File: config.mk
export PLATFORM = sky130hd
export DESIGN_NAME = stride_11_fifo_reader
export DESIGN_NICKNAME = d
export VERILOG_FILES = /design/src/rtl/stride_11_fifo_reader.sv
export SDC_FILE = /design/constraint.sdc
export NUM_CORES = 1
export LEC_CHECK = 0
export CAP_MARGIN = 20
export CORE_UTILIZATION = 55
export DETAILED_ROUTE_END_ITERATION = 10
export PLACE_DENSITY = 0.89
export SYNTH_ARGS = -nofsm -noshare
export SYNTH_HDL_FRONTEND = slang
export SYNTH_SLANG_ARGS = --single-unit
File: constraint.sdc
create_clock -name clk -period 6.1 [get_ports clk]
set_clock_uncertainty 0.2 [all_clocks]
set_input_delay 0.915 -clock clk [delete_from_list [all_inputs] [get_ports clk]]
set_output_delay 0.915 -clock clk [all_outputs]
set_load 0.02 [all_outputs]
File: src/rtl/stride_11_fifo_reader.sv
// rtl/stride_11_fifo_reader.sv - consumer-side burst reader for the stride-1 line FIFO with 2-entry skid
// Optional build macro STRIDE_RD_UNDERFLOW_CHK_EN: gates rd_en by !empty and adds sticky err_underflow.
module stride_11_fifo_reader #(
  parameter int WIDTH     = 8,
  parameter int ADDR_BITS = 10,
  parameter int NUM_BITS  = 16
) (
  input  logic                 clk,
  input  logic                 rst,
  input  logic                 start,
  input  logic [ADDR_BITS:0]   burst_len,
  input  logic [NUM_BITS-1:0]  burst_num,
  output logic [ADDR_BITS:0]   M_count,
  input  logic                 M_Ready,
  input  logic                 empty,
  output logic                 rd_en,
  input  logic [WIDTH-1:0]     fifo_dout,
  output logic [WIDTH-1:0]     m_data,
  output logic                 m_valid,
  input  logic                 m_ready,
  output logic                 busy,
  output logic                 done
`ifdef STRIDE_RD_UNDERFLOW_CHK_EN
  ,
  output logic                 err_underflow
`endif
);

  typedef enum logic [2:0] {IDLE, GUARD, WAIT, READ, DRAIN} state_t;

  localparam logic [ADDR_BITS:0]  ONE_W = 1;
  localparam logic [NUM_BITS-1:0] ONE_B = 1;

  state_t               state;
  logic                 guard_cnt;
  logic [ADDR_BITS:0]   words_left;
  logic [NUM_BITS-1:0]  bursts_left;
  logic [1:0]           skid_cnt;
  logic [WIDTH-1:0]     skid1;
  logic                 inflight;
  logic                 pop_now;
  logic                 want_rd;
  logic                 drain_empty;
  logic [2:0]           occ_after;

  // m_data is the skid head; skid1 is the second entry
  assign m_valid   = (skid_cnt != 2'd0);
  assign pop_now   = m_valid && m_ready;
  assign occ_after = {1'b0, skid_cnt} + {2'b00, inflight} - {2'b00, pop_now};
  assign want_rd   = (state == READ) && (words_left != '0) && (occ_after < 3'd2);

`ifdef STRIDE_RD_UNDERFLOW_CHK_EN
  assign rd_en = want_rd && !empty;

  always_ff @(posedge clk) begin
    if (rst) begin
      err_underflow <= 1'b0;
    end else if (want_rd && empty) begin
      err_underflow <= 1'b1;
    end
  end
`else
  logic unused_empty;
  assign unused_empty = empty;
  assign rd_en        = want_rd;
`endif

  // Job is finished once nothing is in flight and the skid empties this cycle
  assign drain_empty = !inflight &&
                       ((skid_cnt == 2'd0) || ((skid_cnt == 2'd1) && pop_now));

  always_ff @(posedge clk) begin
    if (rst) begin
      skid_cnt <= 2'd0;
      m_data   <= '0;
      skid1    <= '0;
      inflight <= 1'b0;
    end else begin
      inflight <= rd_en;
      case ({inflight, pop_now})
        2'b01: begin
          m_data   <= skid1;
          skid_cnt <= skid_cnt - 2'd1;
        end
        2'b10: begin
          if (skid_cnt == 2'd0) m_data <= fifo_dout;
          else                  skid1  <= fifo_dout;
          skid_cnt <= skid_cnt + 2'd1;
        end
        2'b11: begin
          if (skid_cnt == 2'd1) begin
            m_data <= fifo_dout;
          end else begin
            m_data <= skid1;
            skid1  <= fifo_dout;
          end
        end
        default: ;
      endcase
    end
  end

  always_ff @(posedge clk) begin
    if (rst) begin
      state       <= IDLE;
      guard_cnt   <= 1'b0;
      words_left  <= '0;
      bursts_left <= '0;
      M_count     <= '0;
      busy        <= 1'b0;
      done        <= 1'b0;
    end else begin
      done <= 1'b0;
      case (state)
        IDLE: begin
          if (start && (burst_len != '0) && (burst_num != '0)) begin
            M_count     <= burst_len;
            bursts_left <= burst_num;
            busy        <= 1'b1;
            guard_cnt   <= 1'b0;
            state       <= GUARD;
          end
        end
        // M_Ready lags M_count and pops by two cycles, so it is not trusted here
        GUARD: begin
          guard_cnt <= 1'b1;
          if (guard_cnt) state <= WAIT;
        end
        WAIT: begin
          if (M_Ready) begin
            words_left <= M_count;
            state      <= READ;
          end
        end
        READ: begin
          if (rd_en) begin
            words_left <= words_left - ONE_W;
            if (words_left == ONE_W) begin
              bursts_left <= bursts_left - ONE_B;
              guard_cnt   <= 1'b0;
              state       <= (bursts_left == ONE_B) ? DRAIN : GUARD;
            end
          end
        end
        DRAIN: begin
          if (drain_empty) begin
            busy  <= 1'b0;
            done  <= 1'b1;
            state <= IDLE;
          end
        end
        default: state <= IDLE;
      endcase
    end
  end

endmodule
Fig. 1: run 1, met3 routing
Scale bar: 20 µm.
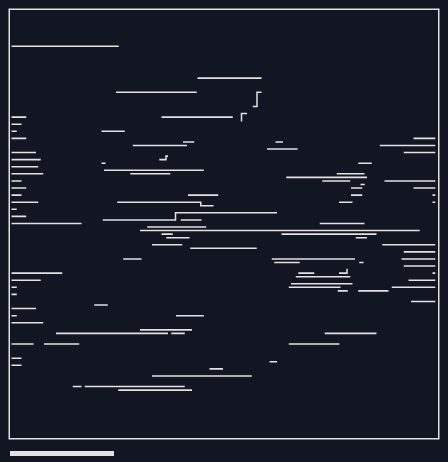
The longest straight run is 53.4 µm. The layer carries 687 µm of wire. The wires run mostly horizontal. The layer holds 7.4% of the routed length.
fraction of met3 tracks used by global routing: 5.222%
overall via count from detail_route: 3,597
sum of routed wire length over all layers: 9256 µm

Fig. 2: run 1, cell classes on the final placement
Fill, decap, tap and diode cells in grey.
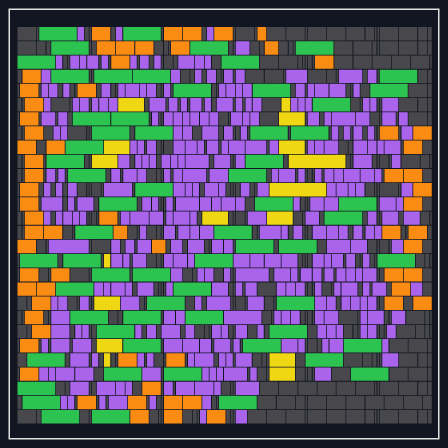
Purple is combinational and other logic, cells 354, share of their area 50%. Yellow is clock drivers and dummy loads, cells 16, share of their area 5.3%. Orange is other buffers and delay cells, cells 65, share of their area 15%. Green is flops, cells 63, share of their area 30%.
count of standard-cell rows: 28
core outline area: 0.006061 mm²

Fig. 3: run 1, wires at chosen ports, followed through buffers
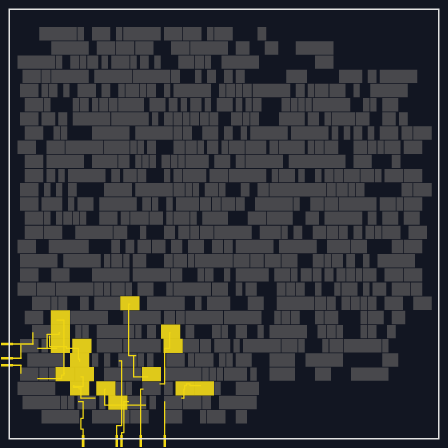
Yellow is fifo_dout, bits 8, direction input, edge 5 bottom, 3 left, end cells 16, buffers 8, wire 158 µm.
port bufs: 62
Top Ports: 64

==> metrics.yaml, run 1 <==
dr.pass1.iters: 5
layout_min_cycle_time_ps: 5185
setup.worst_path.end_class: "output pin"
power.ir.vdd_worst_v: 0.0003039
yosysWarnings: 0
ys_seq_elements: 63
die-width_um: 82.08
yosysCellCount: 447
timing_worst_slew_pin_value_ps: 1024
pwr_density_cell_mw_per_mm2: 398.7
gp_congestion: 0.8397
layout_top_cell_excl_fill_tap: "sky130_fd_sc_hd__dfxtp_1"
chip_area_mm2: 0.006737
rsz0062_at_grt: "false"
cp.arrival_ps: 4070
layout.nets: 543
crit_path_cell_trace: "clkdlybuf4s50_1 -> nor2b_1 -> inv_1 -> ha_1 -> nand2b_1 -> fa_1 -> xnor2_1 -> nand3_4 -> nor2_1 -> clkdlybuf4s50_1"
ff_type: "sky130_fd_sc_hd__dfxtp_1"
min-delay-path-class: "register to register"
async_flop_share_pct: 0
finalPower_mw: 1.720
max_freq_mhz: 192.9
hold_end: "bursts_left[11]"
synth_area_mm2: 0.003527
wl_per_cell_um: 16.15
cts.sinks: 63
tritoncts.num_buffers: 9
inserted_diodes: 0
post_cts_hold_buffer_count: 0
grt_first_pass_wirelength_um: 14900
timing_hold_violations_final: 0
grt_use_total_pct: 28.60
cap_violations: 0
number_of_enable_flip_flop_cells: 0
clock_tree.htree_level_count: 3
globalRouteOverflowTotal: 0
crit_fanout: 11
number_of_nets_at_floorplan: 497
fill_cells: 487
postCtsResizedCells: 0
ant_nets: 0
netlist-cell-type-count: 67
finalSetupTns_ps: 0
clk_root_buffer_cell: "sky130_fd_sc_hd__clkbuf_8"
syn_area_per_cell_um2: 7.891
reg2reg_slack_ps: 2010
max_root_sink_buffers: 2
synth_seq_share_pct: 35.76
worstSetupStartpointType: "primary input"
crit_path_top_delay_cell: "sky130_fd_sc_hd__clkdlybuf4s50_1"
clk_pin_slew_ps: 70
routed_via_count_divided_by_cell_count: 6.277
critPathKind: "primary input to output pin"
slew_headroom_pct: 31.72
first_global_vias: 3296
drive_above_1_share_pct: 7.028
cts_tree: "done"
die_h_um: 82.08
final_max_slew_viol_count: 0
hpwl_um: 6167
drc_errors: 0
insertion_delay_ps: 330
ys_chip_area_mm2: 0.003527
status: "complete, no violations"
timing.critical_path.required_ps: 4980
cp_num_buf_inv: 3
static-leakage-power_nw: 1.515
## run 1: cell usage after synthesis, drive strengths merged, types with 4 or more instances
| library cell | count | area [µm²] |
|---|---|---|
| nor4 | 9 | 62.56 |
| o32ai | 14 | 122.6 |
| or4 | 6 | 48.80 |
| nor2 | 54 | 212.7 |
| nor3b | 4 | 30.03 |
| a22oi | 5 | 37.54 |
| ha | 8 | 100.1 |
| clkbuf | 17 | 63.81 |
| dfxtp | 63 | 1261 |
| and3 | 6 | 37.54 |
| nor3 | 21 | 110.1 |
| buf | 13 | 105.1 |
| o21ai | 12 | 60.06 |
| a31oi | 4 | 25.02 |
| or3 | 4 | 25.02 |
| nand3 | 6 | 42.54 |
| inv | 13 | 48.80 |
| a21oi | 60 | 307.8 |
| nand2 | 62 | 232.7 |
| a222oi | 8 | 80.08 |
| mux2i | 9 | 90.09 |
## run 1: logic make-up (layout without fill, tap and decap cells)
logic type               after synthesis  in the layout  share of synthesized area, %
adder cells (fa/ha/maj)                9              9                         3.406
XOR/XNOR                               3              3                        0.7451
buffers and inverters                 44             95                         6.279
flip-flops                            63             63                         35.76
multiplexers                           9              9                         2.554
AND/OR/NAND/NOR                      191            191                         27.03
AND-OR/OR-AND                        128            128                         24.23
## run 1: worst min-delay path, cell delays in order (launching register included)
cell	delay, ps
sky130_fd_sc_hd__dfxtp_1	310
sky130_fd_sc_hd__nand2_1	50
sky130_fd_sc_hd__o32ai_1	50
## run 1: registers in the layout, indices dropped and copies added (netlist names), 2 cells and up
name         cells
words_left      11
skid_cnt         2
M_count         11
state            3
skid1            8
m_data           8
bursts_left     16
## run 1: through the flow
step           cells  cell area (µm²)  worst slack (ps)  hold slack, ps
3_5_place_dp     557             4090             937.1           252.7
4_1_cts          573             4314             925.0           262.4
6_report         573             4314             914.6           262.1
2_1_floorplan    447             3527              2043           233.5
5_1_grt          573             4314             715.7           280.4
3_3_place_gp     557             4090              1032           244.0
## run 1: metal layers
layer  GRT usage, %  vias to the layer above  part of all wire, %
met5              0                        -                    0
met4          11.23                        0                  1.3
met3          5.222                       12                  7.4
met2          48.43                      160                   49
met1          35.68                     1694                   42
li1               -                     1731                    -
## run 1: worst max path at each step
stage                       end  cells after the start  startpoint  slack, ps
after floorplan           rd_en                      9     m_ready       2040
after global placement    rd_en                     10     m_ready       1030
after detailed placement  rd_en                     10     m_ready        940
after CTS                 rd_en                     10     m_ready        930
after global routing      rd_en                     10     m_ready        720
final                     rd_en                     10     m_ready        910
## run 1: area by class of cell
type	count	area [µm²]	area share, %
sequential	63	1261	29.23
clock buffer	13	158.9	3.683
clock inverter	3	65.06	1.508
timing repair buffer	65	638.1	14.79
inverter	14	52.55	1.218
tap	75	93.84	2.175
multi-input combinational	340	2044	47.39
## run 1: power by group
group,leakage (nW),internal (mW),switching [mW]
logic,0.888,0.305,0.437
clock network,0.114,0.252,0.156
registers,0.513,0.493,0.0771
==> run 2: changes to the inputs <==
--- a/config.mk
+++ b/config.mk
@@ -7,8 +7,10 @@
 export LEC_CHECK = 0
 export CAP_MARGIN = 20
 export CORE_UTILIZATION = 55
+export CTS_BUF_LIST = sky130_fd_sc_hd__clkbuf_4 sky130_fd_sc_hd__clkbuf_8
 export DETAILED_ROUTE_END_ITERATION = 10
 export PLACE_DENSITY = 0.89
+export SLEW_MARGIN = 15
 export SYNTH_ARGS = -nofsm -noshare
 export SYNTH_HDL_FRONTEND = slang
 export SYNTH_SLANG_ARGS = --single-unit
Fig. 4: run 2, the metal 2 layer
Cells faint in the background.
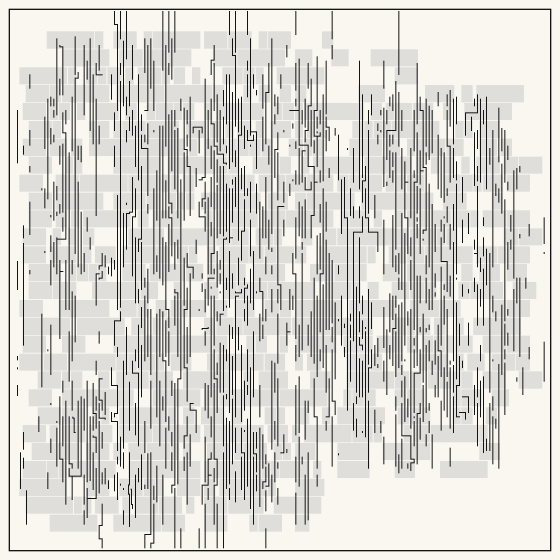
The layer holds 49% of the routed length. 460 nets have wire on it.
global routing usage on met2: 48.35%
sum of routed wire length over all layers: 9221 µm
overall via count from detail_route: 3,600

Fig. 5: run 2, cell classes on the final placement
Fill, decap, tap and diode cells in grey.
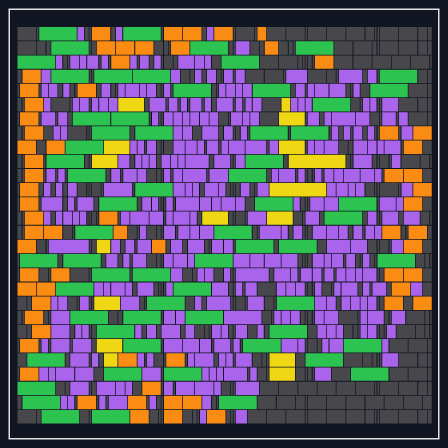
Yellow is clock drivers and dummy loads, cells 16, share of their area 5.5%. Green is flops, cells 63, share of their area 30%. Orange is other buffers and delay cells, cells 65, share of their area 15%. Purple is combinational and other logic, cells 354, share of their area 50%.
final core utilization: 71.30%
post-layout instance area: 0.004322 mm²
flop share of the area: 29.18%

Fig. 6: run 2, wires at chosen ports, followed through buffers
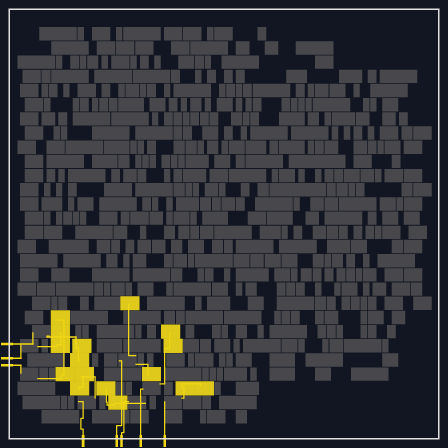
Yellow is fifo_dout, bits 8, direction input, edge 5 bottom, 3 left, end cells 16, buffers 8, wire 155 µm.

==> run 2 against run 1 <==
  * Flip-flop count did not move
  * Sequential share of layout area decreased by 0.051 points
  * Global-route usage hardly changed
  * Critical path depth unchanged
  * Wire length down 0.38%
  * Largest cell class unchanged
==> metrics.yaml, run 2 <==
clk_pin_slew_ps: 70  # about the same
timing.critical_path.required_ps: 4980  # about the same
globalRouteOverflowTotal: 0  # unchanged
placed_cell_area_mm2: 0.004090  # unchanged
buffer_ports.inserted: 62  # unchanged
slew_headroom_pct: 30.36  # -1.4 points
syn_area_per_cell_um2: 7.891  # unchanged
grt_use_total_pct: 28.65  # +0.047 points
die-width_um: 82.08  # unchanged
critPathKind: "primary input to output pin"
chip_area_mm2: 0.006737  # unchanged
ant_nets: 0  # unchanged
fill_cells: 486  # -0.21%
boundaryPins: 64  # unchanged
static-leakage-power_nw: 1.522  # +0.45%
rsz0062_at_grt: "false"
finalSetupTns_ps: 0  # unchanged
max_root_sink_buffers: 2  # unchanged
cts_tree: "done"
setup.worst_path.end_class: "output pin"
pwr_density_cell_mw_per_mm2: 399.7  # +0.26%
finalPower_mw: 1.727  # +0.43%
crit_fanout: 11  # unchanged
core_outline_area_mm2: 0.006061  # unchanged
common_cells: "sky130_fd_sc_hd__dfxtp_1 (63), sky130_fd_sc_hd__nand2_1 (62), sky130_fd_sc_hd__a21oi_1 (58)"
regMostFlops: "bursts_left"
async_flop_share_pct: 0  # unchanged
netlist-cell-type-count: 67  # unchanged
top_logic_cells_by_instance_count_in_the_layout: "sky130_fd_sc_hd__dfxtp_1 (63), sky130_fd_sc_hd__nand2_1 (62), sky130_fd_sc_hd__clkdlybuf4s50_1 (61)"
inserted_diodes: 0  # unchanged
core_util_floorplan_pct: 58.20
number_of_nets_at_floorplan: 497  # unchanged
min-delay-path-class: "register to register"
post-synth-top-area-cell: "sky130_fd_sc_hd__dfxtp_1"
final.period_utilization_pct: 84.90
first_global_vias: 3293  # -0.091%
status: "complete, no violations"
timing_worst_slew_pin_value_ps: 1045  # +20.42 ps
rows: 28  # unchanged
layout_top_cell_excl_fill_tap: "sky130_fd_sc_hd__dfxtp_1"
hpwl_um: 6167  # unchanged
ys_seq_elements: 63  # unchanged
synth_area_mm2: 0.003527  # unchanged
postCtsResizedCells: 0  # unchanged
ys_chip_area_mm2: 0.003527  # unchanged
drive_above_1_share_pct: 7.430  # +0.40 points
crit_path_start: "m_ready"
layout.nets: 543  # unchanged
post_cts_hold_buffer_count: 0  # unchanged
yosysWarnings: 0  # unchanged
largest_register_ffs: 16  # unchanged
detailedRoute.firstIterationViolations: 241
grt_first_pass_wirelength_um: 14900  # unchanged
dr.pass1.iters: 5  # unchanged
number_of_enable_flip_flop_cells: 0  # unchanged
cap_violations: 0  # unchanged
tritoncts.num_buffers: 9  # unchanged
critical_path.reg2reg.startpoint: "skid_cnt[1]"
wl_per_cell_um: 16.09  # -0.38%
layout_min_cycle_time_ps: 5179  # -6.709 ps
cp.arrival_ps: 4060  # about the same
area_leaders: "sky130_fd_sc_hd__dfxtp_1 (36%), sky130_fd_sc_hd__a21oi_1 (8.2%), sky130_fd_sc_hd__nand2_1 (6.6%)"
gp_congestion: 0.8397  # unchanged
power.ir.vdd_worst_v: 0.0003040  # about the same
cts.sinks: 63  # unchanged
insertion_delay_ps: 330  # about the same
post-synth-top-area-fraction_pct: 35.76  # unchanged
max_freq_mhz: 193.1  # +0.13%
tool_warnings: 31
postSynthCellCount: 447
ff_type: "sky130_fd_sc_hd__dfxtp_1"
worstSetupStartpointType: "primary input"
post-cts-setup-buffers: 0
die_h_um: 82.08  # unchanged
routed_via_count_divided_by_cell_count: 6.283  # about the same
timing_hold_violations_final: 0  # unchanged
yosysMostFrequentCell: "sky130_fd_sc_hd__dfxtp_1"
yosysCellCount: 447  # unchanged
top_regs: "bursts_left: 16 flops, M_count: 11 flops, words_left: 11 flops"
largest_net_degree_at_the_start_of_global_routing: 63
grt_antenna_before_repair: 0
clk_root_buffer_cell: "sky130_fd_sc_hd__clkbuf_8"
synth_seq_share_pct: 35.76  # unchanged
synthToLayoutAreaGrowth_pct: 22.53
clock_tree.htree_level_count: 3  # unchanged
drc_errors: 0  # unchanged
final_max_slew_viol_count: 0  # unchanged
## run 2: cell counts after synthesis
Identical to the previous run, type by type.
## run 2: cells by family after synthesis
group	count (synthesis)	synth area share [%]
AND-OR/OR-AND	128	24.23
XOR/XNOR	3	0.7451
multiplexers	9	2.554
buffers and inverters	44	6.279
AND/OR/NAND/NOR	191	27.03
flip-flops	63	35.76
adder cells (fa/ha/maj)	9	3.406
## run 2: worst paths after layout
check	end	slack, ps	depth (start not counted)
worst min-delay path	bursts_left[11]	260	2
worst min register to register	bursts_left[11]	260	2
worst max-delay path	rd_en	920	10
worst max register to register	bursts_left[1]	2040	12
## run 2: critical path, cell delays in order
cell                              delay [ps]
sky130_fd_sc_hd__clkdlybuf4s50_1         510
sky130_fd_sc_hd__nor2b_1                 220
sky130_fd_sc_hd__inv_1                   230
sky130_fd_sc_hd__ha_1                    390
sky130_fd_sc_hd__nand2b_1                170
sky130_fd_sc_hd__fa_1                    380
sky130_fd_sc_hd__xnor2_1                 290
sky130_fd_sc_hd__nand3_4                 150
sky130_fd_sc_hd__nor2_1                  190
sky130_fd_sc_hd__clkdlybuf4s50_1         620
## run 2: layer usage
layer / up-vias / global-route usage (%) / wire [µm]
met3: 17 / 5.222 / 716
met4: 0 / 11.23 / 152
met2: 161 / 48.35 / 4508
met1: 1690 / 35.88 / 3844
li1: 1732 / - / -
met5: - / 0 / 0
## run 2: where the power goes
group	internal [mW]	leakage, nW	total [mW]	switching (mW)
Combinational	0.305	0.888	0.741	0.437
Sequential	0.493	0.513	0.569	0.0766
Clock	0.261	0.120	0.417	0.155
Total	1.06	1.52	1.73	0.669
## run 2: metrics by stage
| step | instances | hold WS, ps | worst slack (ps) |
|---|---|---|---|
| floorplan | 447 | 233.5 | 2043 |
| global placement | 557 | 244.0 | 1032 |
| detailed placement | 557 | 252.7 | 937.1 |
| CTS | 573 | 262.4 | 925.0 |
| global route | 573 | 280.4 | 715.7 |
| finish | 573 | 259.7 | 921.3 |
## run 2: area by class of cell
type | instances | area, µm² | area share, %
Multi-Input combinational cell | 340 | 2044 | 47.31
Sequential cell | 63 | 1261 | 29.18
Timing Repair Buffer | 65 | 638.1 | 14.77
Clock buffer | 13 | 166.4 | 3.851
Tap cell | 75 | 93.84 | 2.171
Clock inverter | 3 | 65.06 | 1.506
Inverter | 14 | 52.55 | 1.216
No activity file was given, so power comes from the tool's default toggle rates.
